Run 1, clock wires, drivers and flops:
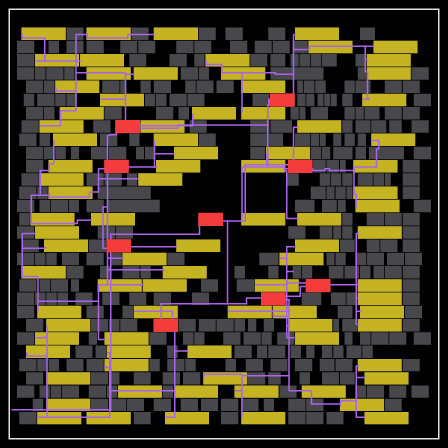
Run 1, local utilization:
9 x 9 tiles, from dark blue (low) to red (high), 0 to 100% covered.
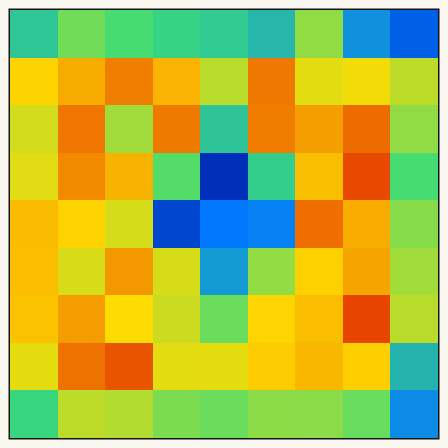
Run 1, logic cells by family:
Scale bar: 20 um.
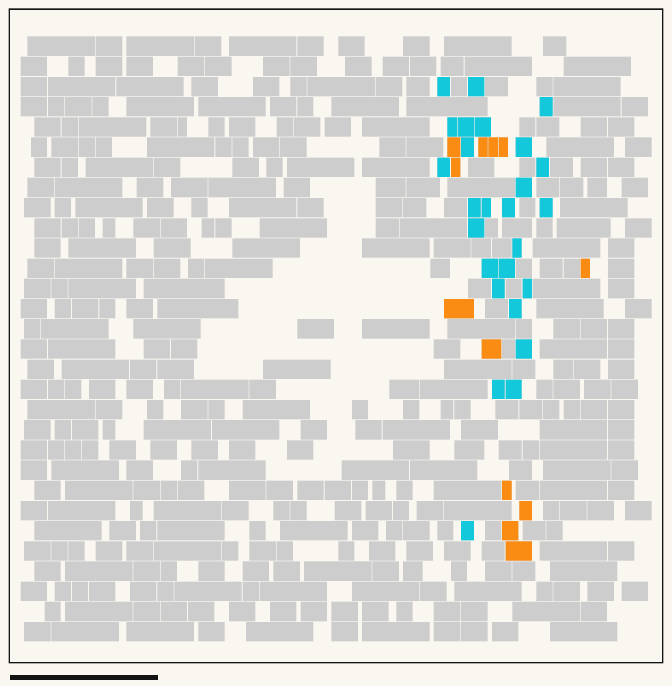
Run 1, wiring by layer:
Scale bar: 20 um.
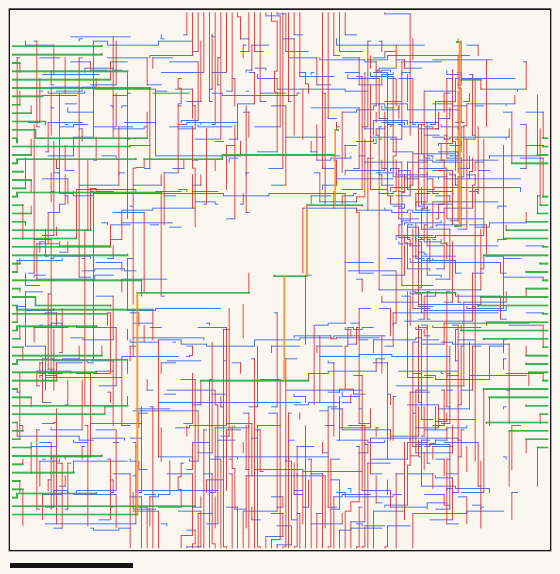
[config.mk]
export PLATFORM = sky130hd
export DESIGN_NAME = id_ex_stage
export DESIGN_NICKNAME = d
export VERILOG_FILES = /design/src/rtl/wisc_pkg.sv /design/src/rtl/load_use_detect.sv /design/src/rtl/id_ex_stage.sv
export SDC_FILE = /design/constraint.sdc
export NUM_CORES = 1
export LEC_CHECK = 0
export CAP_MARGIN = 20
export CORE_UTILIZATION = 43
export CTS_CLUSTER_DIAMETER = 40
export DETAILED_ROUTE_END_ITERATION = 12
export GPL_TIMING_DRIVEN = 0
export PLACE_DENSITY = 0.9
export SYNTH_ARGS = -nofsm -noshare
export SYNTH_HDL_FRONTEND = slang
export SYNTH_SLANG_ARGS = --single-unit
[constraint.sdc]
create_clock -name clk -period 3.4 [get_ports clk]
set_input_delay 0.34 -clock clk [delete_from_list [all_inputs] [get_ports clk]]
set_output_delay 0.34 -clock clk [all_outputs]
set_load 0.01 [all_outputs]
[src/rtl/wisc_pkg.sv]
// Shared WISC core types: widths, ALU opcodes and
// the ID/EX pipeline bundle.
package wisc_pkg;

  localparam int DATA_W = 16;
  localparam int REG_W  = 4;

  localparam logic [REG_W-1:0] REG_ZERO = '0;

  typedef enum logic [3:0] {
    ALU_ADD    = 4'h0,
    ALU_SUB    = 4'h1,
    ALU_XOR    = 4'h2,
    ALU_RED    = 4'h3,
    ALU_SLL    = 4'h4,
    ALU_SRA    = 4'h5,
    ALU_ROR    = 4'h6,
    ALU_PADDSB = 4'h7,
    ALU_LW     = 4'h8,
    ALU_SW     = 4'h9,
    ALU_LLB    = 4'hA,
    ALU_LHB    = 4'hB,
    ALU_B      = 4'hC,
    ALU_BR     = 4'hD,
    ALU_PCS    = 4'hE,
    ALU_HLT    = 4'hF
  } aluOp_e;

  typedef struct packed {
    logic              valid;
    logic [REG_W-1:0]  srcReg1;
    logic [REG_W-1:0]  srcReg2;
    logic [REG_W-1:0]  dstReg;
    logic              regWrite;
    logic              memRead;
    logic              memWrite;
    aluOp_e            aluOp;
    logic              halt;
    logic [DATA_W-1:0] rdata1;
    logic [DATA_W-1:0] rdata2;
    logic [DATA_W-1:0] imm;
  } id_ex_t;

  localparam id_ex_t BUBBLE = '0;

endpackage

[src/rtl/load_use_detect.sv]
// Load-use hazard equation between the instruction in
// ID and a load sitting in EX.
module load_use_detect #(
  parameter int REG_W = 4
) (
  input  logic             idValid,
  input  logic [REG_W-1:0] idSrcReg1,
  input  logic [REG_W-1:0] idSrcReg2,
  input  logic             idUsesSrc1,
  input  logic             idUsesSrc2,
  input  logic             idMemWrite,
  input  logic             exValid,
  input  logic             exMemRead,
  input  logic [REG_W-1:0] exDstReg,
  output logic             hazard
);

  logic src1Hit;
  logic src2Hit;
  logic loadInEx;

  assign loadInEx = idValid && exValid && exMemRead
                 && (exDstReg != '0);

  assign src1Hit = idUsesSrc1 && (idSrcReg1 == exDstReg);

  // store data comes through the mem-to-mem path
  assign src2Hit = idUsesSrc2 && (idSrcReg2 == exDstReg)
                && !idMemWrite;

  assign hazard = loadInEx && (src1Hit || src2Hit);

endmodule

[src/rtl/id_ex_stage.sv]
// ID/EX pipeline register with load-use stall,
// branch squash and halt freeze.
module id_ex_stage #(
  parameter int DATA_W = 16,
  parameter int REG_W  = 4,
  parameter int CNT_W  = 16
) (
  input  logic              clk,
  input  logic              rst_n,
  input  logic              id_valid,
  input  logic [REG_W-1:0]  id_srcReg1,
  input  logic [REG_W-1:0]  id_srcReg2,
  input  logic              id_uses_src1,
  input  logic              id_uses_src2,
  input  logic [REG_W-1:0]  id_dstReg,
  input  logic              id_regWrite,
  input  logic              id_memRead,
  input  logic              id_memWrite,
  input  logic [3:0]        id_aluOp,
  input  logic              id_halt,
  input  logic [DATA_W-1:0] id_rdata1,
  input  logic [DATA_W-1:0] id_rdata2,
  input  logic [DATA_W-1:0] id_imm,
  input  logic              flush,
  output logic              stall,
  output logic              halted,
  output logic              id_ex_valid,
  output logic [REG_W-1:0]  id_ex_srcReg1,
  output logic [REG_W-1:0]  id_ex_srcReg2,
  output logic [REG_W-1:0]  id_ex_dstReg,
  output logic              id_ex_regWrite,
  output logic              id_ex_memRead,
  output logic              id_ex_memWrite,
  output logic [3:0]        id_ex_aluOp,
  output logic              id_ex_halt,
  output logic [DATA_W-1:0] id_ex_rdata1,
  output logic [DATA_W-1:0] id_ex_rdata2,
  output logic [DATA_W-1:0] id_ex_imm,
  output logic [CNT_W-1:0]  stall_count
);

  import wisc_pkg::*;

  typedef enum logic {RUN, HALTED} state_e;

  localparam logic [CNT_W-1:0] CNT_ONE = 1;

  state_e           state;
  state_e           stateNext;
  id_ex_t           exQ;
  id_ex_t           exD;
  logic             hazard;
  logic [CNT_W-1:0] stallCnt;

  load_use_detect #(
    .REG_W(REG_W)
  ) uLoadUse (
    .idValid   (id_valid),
    .idSrcReg1 (id_srcReg1),
    .idSrcReg2 (id_srcReg2),
    .idUsesSrc1(id_uses_src1),
    .idUsesSrc2(id_uses_src2),
    .idMemWrite(id_memWrite),
    .exValid   (exQ.valid),
    .exMemRead (exQ.memRead),
    .exDstReg  (exQ.dstReg),
    .hazard    (hazard)
  );

  assign stall  = hazard && !flush && (state == RUN);
  assign halted = (state == HALTED);

  always_comb begin
    stateNext = state;
    exD       = BUBBLE;
    if (state == RUN && exQ.valid && exQ.halt)
      stateNext = HALTED;
    if (state == RUN && !flush && !hazard) begin
      exD.valid    = id_valid;
      exD.srcReg1  = id_srcReg1;
      exD.srcReg2  = id_srcReg2;
      exD.dstReg   = id_dstReg;
      exD.regWrite = id_regWrite & id_valid;
      exD.memRead  = id_memRead & id_valid;
      exD.memWrite = id_memWrite & id_valid;
      exD.aluOp    = aluOp_e'(id_aluOp);
      exD.halt     = id_halt & id_valid;
      exD.rdata1   = id_rdata1;
      exD.rdata2   = id_rdata2;
      exD.imm      = id_imm;
    end
  end

  always_ff @(posedge clk or negedge rst_n) begin
    if (!rst_n) begin
      state    <= RUN;
      exQ      <= BUBBLE;
      stallCnt <= '0;
    end else begin
      state <= stateNext;
      exQ   <= exD;
      if (stall && (stallCnt != '1))
        stallCnt <= stallCnt + CNT_ONE;
    end
  end

  assign stall_count    = stallCnt;
  assign id_ex_valid    = exQ.valid;
  assign id_ex_srcReg1  = exQ.srcReg1;
  assign id_ex_srcReg2  = exQ.srcReg2;
  assign id_ex_dstReg   = exQ.dstReg;
  assign id_ex_regWrite = exQ.regWrite;
  assign id_ex_memRead  = exQ.memRead;
  assign id_ex_memWrite = exQ.memWrite;
  assign id_ex_aluOp    = exQ.aluOp;
  assign id_ex_halt     = exQ.halt;
  assign id_ex_rdata1   = exQ.rdata1;
  assign id_ex_rdata2   = exQ.rdata2;
  assign id_ex_imm      = exQ.imm;

endmodule

==> flow_metrics.py, run 1 <==
# Generated from Yosys and OpenROAD reports
metrics = {
    "die": {
        "fp-row-count": 30,
        "pin_count": 161,
    },
    "worst_setup_path": {
        "path_class": "reg2out",
        "cp-start-kind": "flop",
    },
    "placement": {
        "gp_congestion": 0.781,
        "dp_hpwl_um": 5710,
    },
    "timing": {
        "min_period_ps": 2590,
        "slew_violations": 0,
        "max_freq_ghz": 0.386,
        "layout_setup_ws_ps": 808,
        "relSlewSlack_pct": 63.8,
    },
    "outcome": {
        "status": "finished clean",
    },
    "pwr": {
        "intPower_mw": 1.89,
        "total_power_mw": 2.47,
        "p_comb_share_pct": 20.0,
        "clockNetworkPower_mw": 0.835,
        "peakVddDrop_v": 0.000322,
    },
    "clock_tree": {
        "cts-root-buf": "clkbuf_8",
        "numClockSinks": 86,
    },
    "synthesis": {
        "synth_seq_share_pct": 67.9,
        "yosysCellCount": 241,
        "netlist_instances": 241,
    },
    "cells_and_area": {
        "nFillCells": 472,
        "post-route-cell-area_um2": 5150,
    },
    "drt": {
        "via_per_inst": 4.60,
    },
    "run": {
        "cap_violations": 0,
    },
    "min_path": {
        "hold_class": "reg2reg",
    },
    "global_routing": {
        "grt_max_degree": 45,
        "overflow": 0,
    },
}
-- 'clock wires, drivers and flops' (at the start) --
Key: yellow = flip-flops [count 86]; red = cells driving clock nets [count 9]; purple = clock wires [length 961 um]
Position of the flops: spread over the die. There are 10 routed clock nets.

-- 'local utilization' (at the start) --
The emptiest ninth of the die: centre. The mean over all tiles is 65%. The fullest tile reaches 92%. 40% of the tiles are over 75% full.
final core occ: 74.2%
fp util: 45.6%
core area: 6940 um2

-- 'logic cells by family' (at the start) --
Key: cyan = NAND gates [cells 26]; orange = NOR gates [cells 12]
logic share of the area: 18.5%
most numerous logic cell after layout: clkdlybuf4s50_1
Final Non-Filler Cells: 515

-- 'wiring by layer' (at the start) --
Key: red = met2 [wire length 3980 um]; orange = met4 [wire length 107 um]; blue = met1 [wire length 2590 um]; green = met3 [wire length 810 um]
Tot GR Track Use: 21.4%
final WL: 7490 um
WL/cell: 14.5 um
via count: 2368

run 1: flip-flops by register name (all words and copies together), names as in the netlist, 4 cells and up:
signal         cells
id_ex_srcReg2      4
id_ex_rdata2      16
stall_count       16
id_ex_imm         16
id_ex_rdata1      16
id_ex_srcReg1      4
id_ex_aluOp        4
id_ex_dstReg       4
run 1: cells in the mapped netlist:
master    number  area [um2]
a21o_1         1        7.51
a21oi_1        1        5.00
and2_1        66         413
and3_1        12        75.1
and4_1         1        8.76
buf_2          1        5.00
buf_4          1        7.51
buf_6          2        22.5
clkbuf_2       5        25.0
dfrtp_1       86        2150
ha_1           1        12.5
mux2_2         2        22.5
nand2_1        4        15.0
nand2_2        1        6.26
nand3_1       12        60.1
nand4_1        9        56.3
nor2_1         6        22.5
nor2_4         1        11.3
nor3_1         2        10.0
nor3_2         1        10.0
nor3b_1        1        7.51
nor4_1         1        6.26
o21a_1         1        7.51
or2_1          1        6.26
xnor2_1       15         131
xor2_1         7        61.3
run 1: path summary, 6_finish.rpt:
path / from / endpoint / slack, ps / depth (start not counted)
setup / recovery: id_ex_dstReg[0] / stall / 810 / 5
hold / removal: id_ex_halt / halted / 500 / 1
setup reg to reg: id_ex_dstReg[1] / id_ex_srcReg1[0] / 1600 / 8
hold reg to reg: id_ex_halt / halted / 500 / 1
max in group asynchronous: rst_n / id_ex_rdata1[4] / 2270 / 3
min in group asynchronous: rst_n / stall_count[11] / 530 / 2
run 1: cell type report:
type,count,area (um2),share of cell area (%)
Tap cell,96,120,2.33
Buffer,9,60.1,1.17
Sequential cell,86,2150,41.7
Clock inverter,6,110,2.14
Multi-Input combinational cell,146,956,18.5
Clock buffer,10,128,2.48
Timing Repair Buffer,162,1630,31.6
Run 1, track usage over the die:
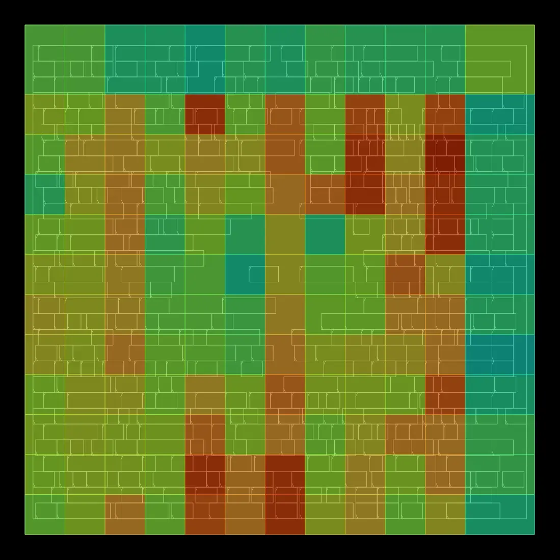

## Run 2: what changed since run 1
--- a/config.mk
+++ b/config.mk
@@ -6,11 +6,11 @@
 export NUM_CORES = 1
 export LEC_CHECK = 0
 export CAP_MARGIN = 20
-export CORE_UTILIZATION = 43
+export CORE_UTILIZATION = 40
 export CTS_CLUSTER_DIAMETER = 40
 export DETAILED_ROUTE_END_ITERATION = 12
 export GPL_TIMING_DRIVEN = 0
-export PLACE_DENSITY = 0.9
+export PLACE_DENSITY = 0.84
 export SYNTH_ARGS = -nofsm -noshare
 export SYNTH_HDL_FRONTEND = slang
 export SYNTH_SLANG_ARGS = --single-unit
==> constraint.sdc (replaced) <==
create_clock -name clk -period 2.6 [get_ports clk]
set_input_delay 0.26 -clock clk [delete_from_list [all_inputs] [get_ports clk]]
set_output_delay 0.26 -clock clk [all_outputs]
set_load 0.01 [all_outputs]
Run 2, track usage over the die:
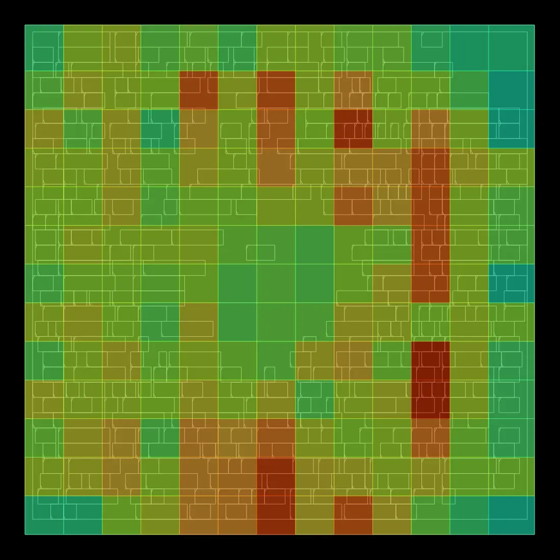
WL/cell: 14.0 um
routing usage on met1: 21.1%
GR Util met2: 33.6%

==> run 2 against run 1 <==
Net effect:
- clock-buffer cell count is 2 higher
- register-to-register slack got worse by 890 ps
- die area increased by 7.3%
- largest cell class unchanged
- critical path type unchanged
==> flow_metrics.py, run 2 <==
# Generated from Yosys and OpenROAD reports
metrics = {
    "outcome": {
        "status": "finished clean",
    },
    "cells_and_area": {
        "final_common_cell": "clkdlybuf4s50_1",
        "stdcell_count": 521,
        "logic_area_um2": 960,
        "regArea_um2": 2150,
        "nFillCells": 617,
    },
    "synthesis": {
        "edf_count": 0,
        "ys_top_cells_by_count": "86 x dfrtp_1, 66 x and2_1, 15 x xnor2_1",
        "async_reset_ff_share_pct": 100,
        "yosys-top-cells-area": "dfrtp_1 68%, and2_1 13%, xnor2_1 4.1%, and3_1 2.4%, xor2_1 1.9%",
        "top_cell": "dfrtp_1",
        "top_area_cell": "dfrtp_1",
    },
    "worst_setup_path": {
        "r2r_start": "id_ex_dstReg[1]",
        "cp-endpoint": "stall",
        "reg2reg_slack_ps": 710,
        "cp-start-kind": "flop",
        "ff2ff_path_depth": 8,
    },
    "drt": {
        "vias": 2392,
        "wl_um": 7320,
        "via_per_inst": 4.59,
    },
    "pwr": {
        "intPower_mw": 2.48,
        "p_comb_share_pct": 20.2,
        "clockNetworkPower_mw": 1.07,
        "peakVddDrop_v": 0.000371,
    },
    "die": {
        "fp_util_pct": 41.2,
        "fp-row-count": 32,
    },
    "clock_tree": {
        "cts-root-buf": "clkbuf_8",
    },
    "placement": {
        "dp_hpwl_um": 5560,
        "gp_congestion": 0.821,
    },
    "run": {
        "cap_violations": 0,
    },
    "timing": {
        "max_freq_ghz": 0.410,
        "slew_violations": 0,
        "relSlewSlack_pct": 75.3,
    },
    "global_routing": {
        "grt_max_degree": 70,
    },
}
==> run 2: cell counts after synthesis <==
Identical to the previous run, type by type.
==> run 2: kinds of logic (layout without fill, tap and decap cells) <==
logic type               after synthesis  count (layout)  share of synthesized area [%]
flip-flops                            86              86                           67.9
AND-OR/OR-AND                          3               3                          0.632
AND/OR/NAND/NOR                      118             118                           22.4
adder cells (fa/ha/maj)                1               1                          0.395
multiplexers                           2               2                          0.711
buffers and inverters                  9             187                           1.90
XOR/XNOR                              22              22                           6.08
==> run 2: repair_timing <==
| item | CTS | global route |
|---|---|---|
| hold buffers | 1 | 0 |
| resized | 0 | 1 |
| buffers inserted | 0 | 0 |
| setup endpoints to repair | 0 | 1 |
| endpoints found under the hold margin | 17 | 0 |
==> run 2: area by class of cell <==
type,count,area share [%]
sequential,86,41.7
multi-input combinational,146,18.6
tap,102,2.47
buffer,9,1.16
clock buffer,12,2.62
clock inverter,4,1.84
timing repair buffer,162,31.7
==> run 2: metrics by stage <==
stage	hold WS (ps)	area [um2]	total power [mW]	TNS [ps]	util, %
4_1_cts	326	5160	3.26	0	67.2
5_1_grt	360	5170	3.37	0	67.2
3_5_place_dp	150	4920	2.18	0	64.0
3_3_place_gp	477	4900	2.16	-136990	63.7
6_report	340	5170	3.22	0	67.2
2_1_floorplan	-35.6	3170	1.75	0	-
==> run 2: per-layer routing <==
| layer | GRT usage, % | wire length [um] | share of wire [%] | vias to the layer above |
|---|---|---|---|---|
| met3 | 6.11 | 554 | 7.6 | 14 |
| met4 | 8.07 | 165 | 2.3 | 0 |
| li1 | - | - | - | 1125 |
| met2 | 33.6 | 3830 | 52 | 98 |
| met1 | 21.1 | 2770 | 38 | 1155 |
| met5 | 0 | 0 | 0 | - |
## Run 3: what changed since run 2
--- a/config.mk
+++ b/config.mk
@@ -9,8 +9,10 @@
 export CORE_UTILIZATION = 40
 export CTS_CLUSTER_DIAMETER = 40
 export DETAILED_ROUTE_END_ITERATION = 12
+export GPL_ROUTABILITY_DRIVEN = 1
 export GPL_TIMING_DRIVEN = 0
 export PLACE_DENSITY = 0.84
+export SKIP_CTS_REPAIR_TIMING = 1
 export SYNTH_ARGS = -nofsm -noshare
 export SYNTH_HDL_FRONTEND = slang
 export SYNTH_SLANG_ARGS = --single-unit
Run 3, logic cells by family:
Scale bar: 20 um.
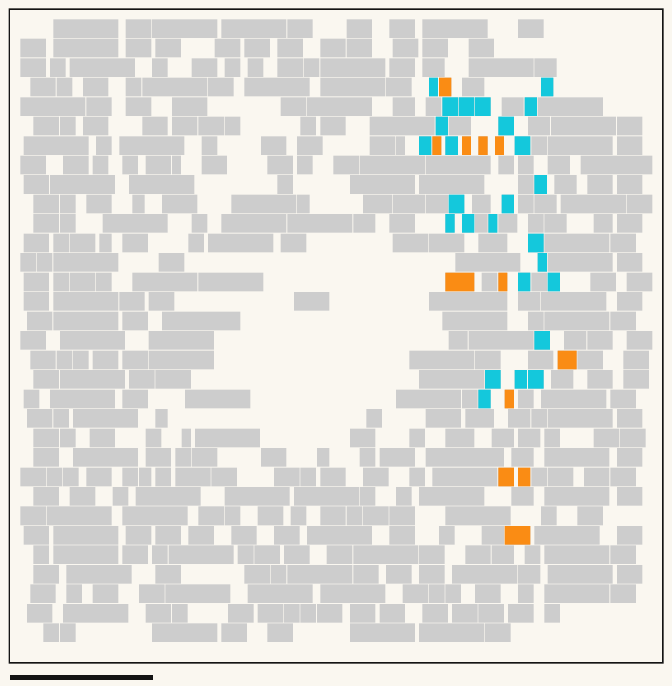
Key: orange = NOR gates [cells 12]; cyan = NAND gates [cells 26]

==> run 3 against run 2 <==
Net effect:
- sequential share of layout area is the same
- first-iteration DRC count is the same
- non-clock buffer count did not move
- register-to-register slack is essentially flat
- sequential cell count did not move
- clock skew stayed put
- total power is the same
- global-route usage about the same
- combinational power barely moved
- area after synthesis unchanged
- final area stayed put
- synthesized cell count did not move
- critical path type unchanged
- critical endpoint unchanged
==> flow_metrics.py, run 3 <==
# Generated from Yosys and OpenROAD reports
metrics = {
    "outcome": {
        "status": "finished clean",
    },
    "cells_and_area": {
        "largest_class": "flip-flops and latches",
        "logic_area_um2": 960,
        "nMultiInputCombCells": 146,
        "ff_count": 86,
        "clock_buffers": 12,
        "final_common_cell": "clkdlybuf4s50_1",
        "inv_count": 0,
    },
    "placement": {
        "gp_congestion": 0.821,
        "dp_hpwl_um": 5560,
    },
    "pwr": {
        "total_power_mw": 3.22,
    },
    "clock_tree": {
        "cts-root-buf": "clkbuf_8",
    },
    "worst_setup_path": {
        "r2r_start": "id_ex_dstReg[1]",
        "cp-start-kind": "flop",
        "reg2reg_slack_ps": 710,
    },
    "synthesis": {
        "top_cell": "dfrtp_1",
        "edf_count": 0,
        "yosys-top-cells-area": "dfrtp_1 68%, and2_1 13%, xnor2_1 4.1%, and3_1 2.4%, xor2_1 1.9%",
    },
    "run": {
        "cap_violations": 0,
    },
    "die": {
        "fp_util_pct": 41.2,
        "taps": 102,
    },
    "global_routing": {
        "grt_max_degree": 70,
    },
    "timing": {
        "slew_violations": 0,
        "relSlewSlack_pct": 75.3,
    },
    "drt": {
        "via_per_inst": 4.59,
    },
}
[run 3: cell counts in the layout (fill, tap and decap cells not counted)]
Identical to the previous run, type by type.
[run 3: worst min path at each step]
stage	from	endpoint	slack [ps]
2_1_floorplan	rst_n	halted	-40
3_3_place_gp	stall_count[14]	stall_count[14]	480
3_5_place_dp	rst_n	stall_count[11]	150
4_1_cts	rst_n	stall_count[9]	-230
5_1_grt	rst_n	stall_count[9]	360
6_report	rst_n	stall_count[9]	340
[run 3: stage by stage]
| step | cell area [um2] | std cells | TNS [ps] | hold WS [ps] |
|---|---|---|---|---|
| 2_1_floorplan | 3170 | 241 | 0 | -35.6 |
| 3_3_place_gp | 4900 | 503 | -136990 | 477 |
| 3_5_place_dp | 4920 | 504 | 0 | 150 |
| 4_1_cts | 5150 | 520 | 0 | -225 |
| 5_1_grt | 5170 | 521 | 0 | 360 |
| 6_report | 5170 | 521 | 0 | 340 |
[run 3: power by group]
part	internal, mW	switching [mW]
registers	1.45	0.0457
clock network	0.639	0.433
logic	0.392	0.257
total	2.48	0.736
[run 3: routing by layer]
metal | up-vias | track usage [%] | part of all wire [%]
li1 | 1125 | - | -
met1 | 1155 | 21.0 | 38
met2 | 98 | 33.5 | 52
met3 | 14 | 6.20 | 7.6
met4 | 0 | 8.07 | 2.3
met5 | - | 0 | 0
[run 3: logic make-up (layout without fill, tap and decap cells)]
logic type	Yosys count	count (layout)	synth area share [%]
AND/OR/NAND/NOR	118	118	22.4
buffers and inverters	9	187	1.90
AND-OR/OR-AND	3	3	0.632
flip-flops	86	86	67.9
adder cells (fa/ha/maj)	1	1	0.395
multiplexers	2	2	0.711
XOR/XNOR	22	22	6.08
Power and IR drop assume default switching activity.
